Figure 1. Selected gate families.
(4 px per um)
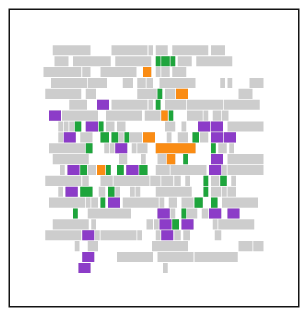
Figure 2. Clock network drawn from the DEF.
(6 px per um)
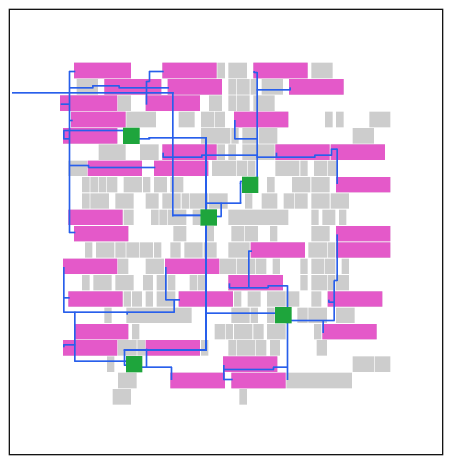
Figure 3. Routed metal, one colour a layer.
(4 px per um)
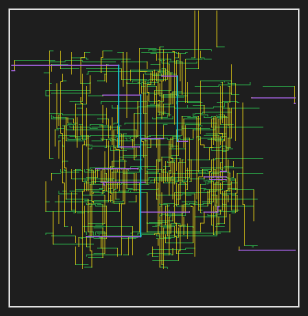
[src/rtl/blink_ctrl_pkg.sv]
// Shared types and constants for the LED blink mode controller.
//   mode_t         : operating mode, encoded as it appears on the mode port.
//   CNT_W          : width of the period counter (and of the hold counter).
//   next_mode_step : mode reached from a given mode by one button press.
package blink_ctrl_pkg;

    localparam int CNT_W = 26;

    typedef enum logic [2:0] {
        MODE_OFF  = 3'd0,
        MODE_SLOW = 3'd1,
        MODE_MED  = 3'd2,
        MODE_FAST = 3'd3,
        MODE_ON   = 3'd4
    } mode_t;

    function automatic mode_t next_mode_step(input mode_t cur);
        mode_t nxt;
        case (cur)
            MODE_OFF:  nxt = MODE_SLOW;
            MODE_SLOW: nxt = MODE_MED;
            MODE_MED:  nxt = MODE_FAST;
            MODE_FAST: nxt = MODE_ON;
            default:   nxt = MODE_OFF;
        endcase
        return nxt;
    endfunction

endpackage

[src/rtl/key_edge_sync.sv]
// Synchronises the debounced, active-low button level into the clock domain
// and turns each press (1->0 at the synchroniser output) into one pulse.
// Ports:
//   clk       : system clock
//   reset     : asynchronous active-low reset; flops reset to "released"
//   key_clean : debounced button level, 0 = pressed, asynchronous to clk
//   press     : registered one-cycle pulse per press
//   key_sync  : synchronised button level (0 = pressed)
module key_edge_sync
    import blink_ctrl_pkg::*;
(
    input  logic clk,
    input  logic reset,
    input  logic key_clean,
    output logic press,
    output logic key_sync
);

    logic key_p0;
    logic key_p1;
    logic key_p2;

    // Stage 0/1: two-flop synchroniser; stage 2: previous synchronised value.
    // The press pulse is registered, so a low sampled at edge N reaches the
    // mode register at edge N+3.
    always_ff @(posedge clk or negedge reset) begin
        if (!reset) begin
            key_p0 <= 1'b1;
            key_p1 <= 1'b1;
            key_p2 <= 1'b1;
            press  <= 1'b0;
        end else begin
            key_p0 <= key_clean;
            key_p1 <= key_p0;
            key_p2 <= key_p1;
            press  <= key_p2 & ~key_p1;
        end
    end

    assign key_sync = key_p1;

endmodule

[src/rtl/blink_mode_controller.sv]
// LED blink mode controller. A debounced push-button steps the mode
// OFF -> SLOW -> MED -> FAST -> ON -> OFF; in the blink modes a period
// counter toggles the LED every half period of the selected rate.
// Optional feature macro: LONG_PRESS_EN (holding the key for LONG_PRESS_CYC
// cycles returns the controller to OFF).
// Ports:
//   CLK50M      : system clock
//   reset       : asynchronous active-low reset
//   key_clean   : debounced button level, 0 = pressed, asynchronous
//   LED0        : registered LED drive
//   mode        : current mode (0 OFF, 1 SLOW, 2 MED, 3 FAST, 4 ON)
//   period_tick : one-cycle pulse on every LED toggle in blink modes
module blink_mode_controller
    import blink_ctrl_pkg::*;
#(
    parameter int CLK_HZ         = 50_000_000,
    parameter int SLOW_HZ        = 1,
    parameter int MED_HZ         = 4,
    parameter int FAST_HZ        = 16,
    parameter int LONG_PRESS_CYC = 50_000_000
) (
    input  logic       CLK50M,
    input  logic       reset,
    input  logic       key_clean,
    output logic       LED0,
    output logic [2:0] mode,
    output logic       period_tick
);

    localparam int HALF_SLOW = CLK_HZ / (2 * SLOW_HZ);
    localparam int HALF_MED  = CLK_HZ / (2 * MED_HZ);
    localparam int HALF_FAST = CLK_HZ / (2 * FAST_HZ);
    localparam int HALF_MAX  = 1 << CNT_W;

    // Terminal counts are HALF-1 so that a half period of exactly 2^26
    // still fits the 26-bit counter.
    localparam logic [CNT_W-1:0] TERM_SLOW = CNT_W'(HALF_SLOW - 1);
    localparam logic [CNT_W-1:0] TERM_MED  = CNT_W'(HALF_MED - 1);
    localparam logic [CNT_W-1:0] TERM_FAST = CNT_W'(HALF_FAST - 1);

    if (HALF_SLOW < 1 || HALF_SLOW > HALF_MAX ||
        HALF_MED  < 1 || HALF_MED  > HALF_MAX ||
        HALF_FAST < 1 || HALF_FAST > HALF_MAX) begin : g_bad_half
        $error("blink_mode_controller: half period out of range 1..2^26");
    end

    mode_t            mode_q;
    mode_t            mode_nxt;
    logic             press;
    logic             key_sync;
    logic             long_fire;
    logic             entry;
    logic             blink;
    logic [CNT_W-1:0] term;
    logic [CNT_W-1:0] cnt;

    key_edge_sync u_key (
        .clk       (CLK50M),
        .reset     (reset),
        .key_clean (key_clean),
        .press     (press),
        .key_sync  (key_sync)
    );

`ifdef LONG_PRESS_EN
    localparam logic [CNT_W-1:0] HOLD_LAST = CNT_W'(LONG_PRESS_CYC - 1);

    if (LONG_PRESS_CYC < 1 || LONG_PRESS_CYC > HALF_MAX) begin : g_bad_hold
        $error("blink_mode_controller: LONG_PRESS_CYC out of range 1..2^26");
    end

    logic [CNT_W-1:0] hold_cnt;
    logic             hold_done;

    // hold_done makes the long press fire once per hold even though the
    // counter stays saturated at HOLD_LAST while the key remains down.
    always_ff @(posedge CLK50M or negedge reset) begin
        if (!reset) begin
            hold_cnt  <= '0;
            hold_done <= 1'b0;
        end else if (key_sync) begin
            hold_cnt  <= '0;
            hold_done <= 1'b0;
        end else begin
            if (hold_cnt != HOLD_LAST) begin
                hold_cnt <= hold_cnt + 1'b1;
            end
            if (hold_cnt == HOLD_LAST) begin
                hold_done <= 1'b1;
            end
        end
    end

    assign long_fire = ~key_sync & (hold_cnt == HOLD_LAST) & ~hold_done;
`else
    // Without the long-press feature the hold length and the synchronised
    // level are not needed.
    localparam int LONG_PRESS_UNUSED = LONG_PRESS_CYC;
    logic key_sync_unused;
    assign key_sync_unused = key_sync;
    assign long_fire       = 1'b0;
`endif

    always_ff @(posedge CLK50M or negedge reset) begin
        if (!reset) begin
            mode_q <= MODE_OFF;
        end else begin
            mode_q <= mode_nxt;
        end
    end

    // A press has priority over the long-press return.
    always_comb begin
        mode_nxt = mode_q;
        entry    = 1'b0;
        if (press) begin
            mode_nxt = next_mode_step(mode_q);
            entry    = 1'b1;
        end else if (long_fire && (mode_q != MODE_OFF)) begin
            mode_nxt = MODE_OFF;
            entry    = 1'b1;
        end
    end

    always_comb begin
        term  = TERM_SLOW;
        blink = 1'b0;
        case (mode_q)
            MODE_SLOW: begin term = TERM_SLOW; blink = 1'b1; end
            MODE_MED:  begin term = TERM_MED;  blink = 1'b1; end
            MODE_FAST: begin term = TERM_FAST; blink = 1'b1; end
            default:   begin term = TERM_SLOW; blink = 1'b0; end
        endcase
    end

    // Mode entry overrides the terminal count, so a press landing on the
    // toggle edge restarts the period without toggling or ticking.
    always_ff @(posedge CLK50M or negedge reset) begin
        if (!reset) begin
            cnt         <= '0;
            LED0        <= 1'b0;
            period_tick <= 1'b0;
        end else if (entry) begin
            cnt         <= '0;
            LED0        <= (mode_nxt == MODE_ON);
            period_tick <= 1'b0;
        end else if (blink) begin
            if (cnt == term) begin
                cnt         <= '0;
                LED0        <= ~LED0;
                period_tick <= 1'b1;
            end else begin
                cnt         <= cnt + 1'b1;
                period_tick <= 1'b0;
            end
        end else begin
            cnt         <= '0;
            LED0        <= (mode_q == MODE_ON);
            period_tick <= 1'b0;
        end
    end

    assign mode = mode_q;

endmodule
[config.mk]
export PLATFORM = sky130hd
export DESIGN_NAME = blink_mode_controller
export DESIGN_NICKNAME = d
export VERILOG_FILES = /design/src/rtl/blink_ctrl_pkg.sv /design/src/rtl/key_edge_sync.sv /design/src/rtl/blink_mode_controller.sv
export SDC_FILE = /design/constraint.sdc
export NUM_CORES = 1
export LEC_CHECK = 0
export CAP_MARGIN = 25
export CORE_AREA = 8 8 64 66
export DETAILED_ROUTE_END_ITERATION = 6
export DIE_AREA = 0 0 72 74
export HOLD_SLACK_MARGIN = 0.03
export PLACE_DENSITY = 0.77
export SYNTH_ARGS = -nofsm -noshare
export SYNTH_HDL_FRONTEND = slang
export SYNTH_HIERARCHICAL = 1
export SYNTH_SLANG_ARGS = --single-unit
[constraint.sdc]
create_clock -name CLK50M -period 3 [get_ports CLK50M]
set_input_delay 0.6 -clock CLK50M [delete_from_list [all_inputs] [get_ports CLK50M]]
set_output_delay 0.6 -clock CLK50M [all_outputs]
set_load 0.02 [all_outputs]
==> qor.json <==
{
  "power_per_cell_area_mw_per_mm2": 666,
  "cts_buffers": 5,
  "yosysChipArea_mm2": 0.00178,
  "clock_power_share_pct": 32.0,
  "max_slew_margin_pct": 56.0,
  "warning_count": 26,
  "final_layout_size_suffix_gt1_share_pct": 10.4,
  "edf_count": 0,
  "final_hold_viol_count": 0,
  "max_cap_viol_count": 0,
  "comb_area_share_pct": 42.7,
  "cts.sink_count": 35,
  "net_switching_power_uw": 408,
  "route.vias.total": 1325,
  "seq_cells": 35,
  "hold_end": "u_key/key_sync$_DFF_PN1_",
  "sequential_cell_area_um2": 880,
  "finalHoldWorstSlack_ps": 366,
  "result_of_the_run": "completed",
  "top_power_group": "sequential cells",
  "largestClassByArea": "sequential cells",
  "rsz_0062_raised_after_global_routing": "no",
  "drc_errors": 0,
  "comb_area_um2": 852,
  "timing_worst_slew_pin_value_ps": 658,
  "power_clock_uw": 426,
  "synthTopCellsByArea": "sky130_fd_sc_hd__dfrtp_1 45%, sky130_fd_sc_hd__xnor2_1 8.9%, sky130_fd_sc_hd__nor2_1 7.2%",
  "crit_path_start": "mode[2]$_DFF_PN0_",
  "mostFrequentLayoutCells": "34 x sky130_fd_sc_hd__nor2_1, 32 x sky130_fd_sc_hd__dfrtp_1, 18 x sky130_fd_sc_hd__xnor2_1",
  "postSynthSeqShare_pct": 49.5,
  "avgRoutedWirePerCell_um": 15.0,
  "totalWireLength_um": 3570,
  "buffers": 9,
  "cp-endpoint": "cnt[15]$_DFF_PN0_",
  "antennaDiodeCount": 0,
  "dpl_cell_area_mm2": 0.00189,
  "seq_cell_power_uw": 572
}
Back to the opening pictures, Figure 1:
NAND gates -> green  # cells 30, where centre
inverting AOI/OAI gates -> orange  # cells 7, where centre
XOR/XNOR gates -> purple  # cells 24

Back to the opening pictures, Figure 2:
flip-flops -> magenta  # count 35
cells driving clock nets -> green  # count 5
clock wires -> blue  # length 438 um
routed clock nets = 6

Back to the opening pictures, Figure 3:
met3 -> purple  # wire length 144 um
met1 -> green  # wire length 1580 um
met2 -> yellow  # wire length 1770 um
met4 -> cyan  # wire length 72.1 um

[registers in the layout, summed over array words and instances, names as in the netlist]
name,count
mode,3
u_key/key_p2,1
cnt,26
period_tick,1
u_key/key_p0,1
u_key/key_sync,1
LED0,1
u_key/press,1
[kinds of logic (layout without fill, tap and decap cells)]
logic type / after synthesis / count (layout) / synth area share (%)
XOR/XNOR: 24 / 24 / 11.8
AND-OR/OR-AND: 8 / 8 / 4.30
flip-flops: 35 / 35 / 49.5
AND/OR/NAND/NOR: 101 / 101 / 29.6
buffers and inverters: 10 / 21 / 2.53
multiplexers: 2 / 2 / 1.48
adder cells (fa/ha/maj): 1 / 1 / 0.704
[routing by layer]
metal  up-vias  track usage [%]  wire length, um
met3         8             4.85              143
met1       649             17.6             1580
met5         -                0                0
met4         0             8.62               72
met2        28             24.6             1770
li1        640                -                -
